==> config.mk <==
export PLATFORM = sky130hd
export DESIGN_NAME = dense_w_fetch_ctrl
export DESIGN_NICKNAME = d
export VERILOG_FILES = /design/src/rtl/dense_w_fetch_ctrl.sv
export SDC_FILE = /design/constraint.sdc
export NUM_CORES = 1
export LEC_CHECK = 0
export ABC_AREA = 0
export CAP_MARGIN = 20
export CELL_PAD_IN_SITES_DETAIL_PLACEMENT = 1
export CELL_PAD_IN_SITES_GLOBAL_PLACEMENT = 1
export CORE_UTILIZATION = 40
export DETAILED_ROUTE_END_ITERATION = 12
export PLACE_DENSITY_LB_ADDON = 0.1
export SLEW_MARGIN = 20
export SYNTH_ARGS = -nofsm -noshare
export SYNTH_HDL_FRONTEND = slang
export SYNTH_SLANG_ARGS = --single-unit
==> constraint.sdc <==
create_clock -name clk -period 2.6 [get_ports clk]
set_input_delay 0.52 -clock clk [delete_from_list [all_inputs] [get_ports clk]]
set_output_delay 0.52 -clock clk [all_outputs]
set_load 0.01 [all_outputs]
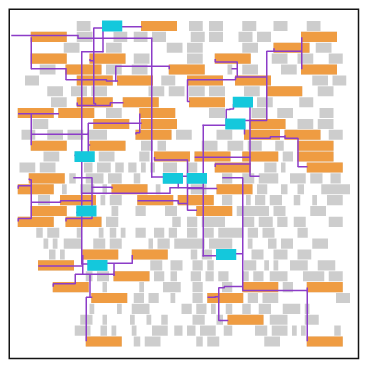
**Above:** routed clock nets over the placement.
Scale: 4 px per um.
legend:
  orange:
    item: flip-flops
    count: 59
  purple:
    item: clock wires
    length: 791 um
  cyan:
    item: cells driving clock nets
    count: 9
routed clock nets: 10
flops lie: all over the die
setup skew after layout: 11.1 ps
portion of total power attributed to the clock network: 14.4%
clock insertion delay at the later pin of the skew report: 330 ps

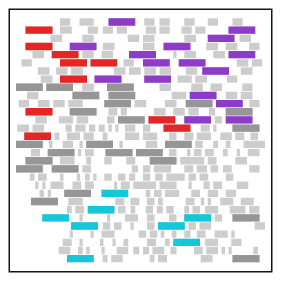
**Above:** sequential cells coloured by netlist name.
Scale: 3 px per um. Other sequential cells in the stronger grey, the rest of the logic in the fainter grey.
legend:
  red:
    name_in_the_netlist: `r_buf_nrn`
    placed_flops: 10
  purple:
    name_in_the_netlist: `r_buf_data`
    placed_flops: 16
  cyan:
    name_in_the_netlist: `r_issue_cnt`
    placed_flops: 8
end-of-flow core utilization: 54.8%
power consumed by sequential cells: 1500 uW
sequential share of cell area: 39.3%
Reg area: 1480 um^2

==> summary.txt <==
Floorplan row count: 30
Sequential cell count of the final layout: 59
Critical path start-end classification: reg2out
Non-clock buffer contribution to total cell area: 15.5%
Non-clk invs: 8
Yosys stat cell total: 235
Area post-placement: 3470 um^2
PnR Total Power: 5240 uW
Setup Fix Bufs, Post-CTS: 7
Share of the core filled by cells before placement: 42.0%
Number of nets still failing antenna checks after routing: 0
Number of slew-limit violations in the final report: 0
Internal portion of total power: 3320 uW
Logic area: 1370 um^2
Vias per inst: 5.03
Commonest cells in the synthesized netlist: sky130_fd_sc_hd__dfrtp_1, sky130_fd_sc_hd__mux2_2, sky130_fd_sc_hd__nand2_1, sky130_fd_sc_hd__nor2_1, sky130_fd_sc_hd__ha_1
Data arrival, critical path: 2290 ps
CTS Buf Count: 9
Maximum achievable frequency: 355 MHz
Post-synth area from yosys stat: 2890 um^2
Length of the first detailed-routing pass in iterations: 4
Vias post-DR: 2013
GRT Overall Usage: 18.4%
Die height: 87.0 um
GR Layer Usage met3: 3.89%
Number of sinks driven by the clock tree: 59
Met2 track utilization from global routing: 27.3%
Simple-Gate Area Share: 11.7%
Flip-flop count of the largest register after layout: 16
Average cell area after synthesis: 12.3 um^2
Buffer and inverter count on the worst path: 3
Worst setup EP type: output pin
Slowest library cell on the worst path: sky130_fd_sc_hd__fa_2
Hold-fix buffer count after cts: 0
Violations in the final reports: negative setup slack
Run status: finished, violations left
Largest cell class: flip-flops and latches
Adder and majority cell fraction of the synthesized area: 4.59%
Largest cells by area after synthesis: sky130_fd_sc_hd__dfrtp_1, sky130_fd_sc_hd__mux2_2, sky130_fd_sc_hd__ha_1
Worst setup slack for register-to-register paths: 30 ps
Final worst setup slack: -214 ps
Max_slew headroom: 59.0%
Layout cells sized above 1: 40.1%
Total nets after synthesis: 257
Comb gates: 157
Post-Synth XOR/XNOR Area: 3.86%
# IOs: 38
Count of final setup violators: 9
Register share of total power: 28.7%
Cell taking the most area after synthesis: sky130_fd_sc_hd__dfrtp_1
[cell families after synthesis]
logic type	Yosys count
AND-OR/OR-AND	24
XOR/XNOR	11
AND/OR/NAND/NOR	60
buffers and inverters	19
adder cells (fa/ha/maj)	10
flip-flops	59
multiplexers	52
[power groups by stage]
stage / Combinational [uW] / Sequential (uW) / Clock (uW)
after global routing: 3260 / 1560 / 809
after CTS: 2880 / 1500 / 774
after floorplan: 1630 / 1440 / 0
after detailed placement: 2610 / 1520 / 0
final: 2980 / 1500 / 752
after global placement: 2590 / 1500 / 0
[metal layers]
metal / vias to the layer above / wire length [um]
met5: - / 0
met4: 0 / 120
met3: 10 / 182
met2: 30 / 2910
met1: 1023 / 3010
li1: 950 / -
Power figures rest on the tool's default switching activity, not on a simulated workload.
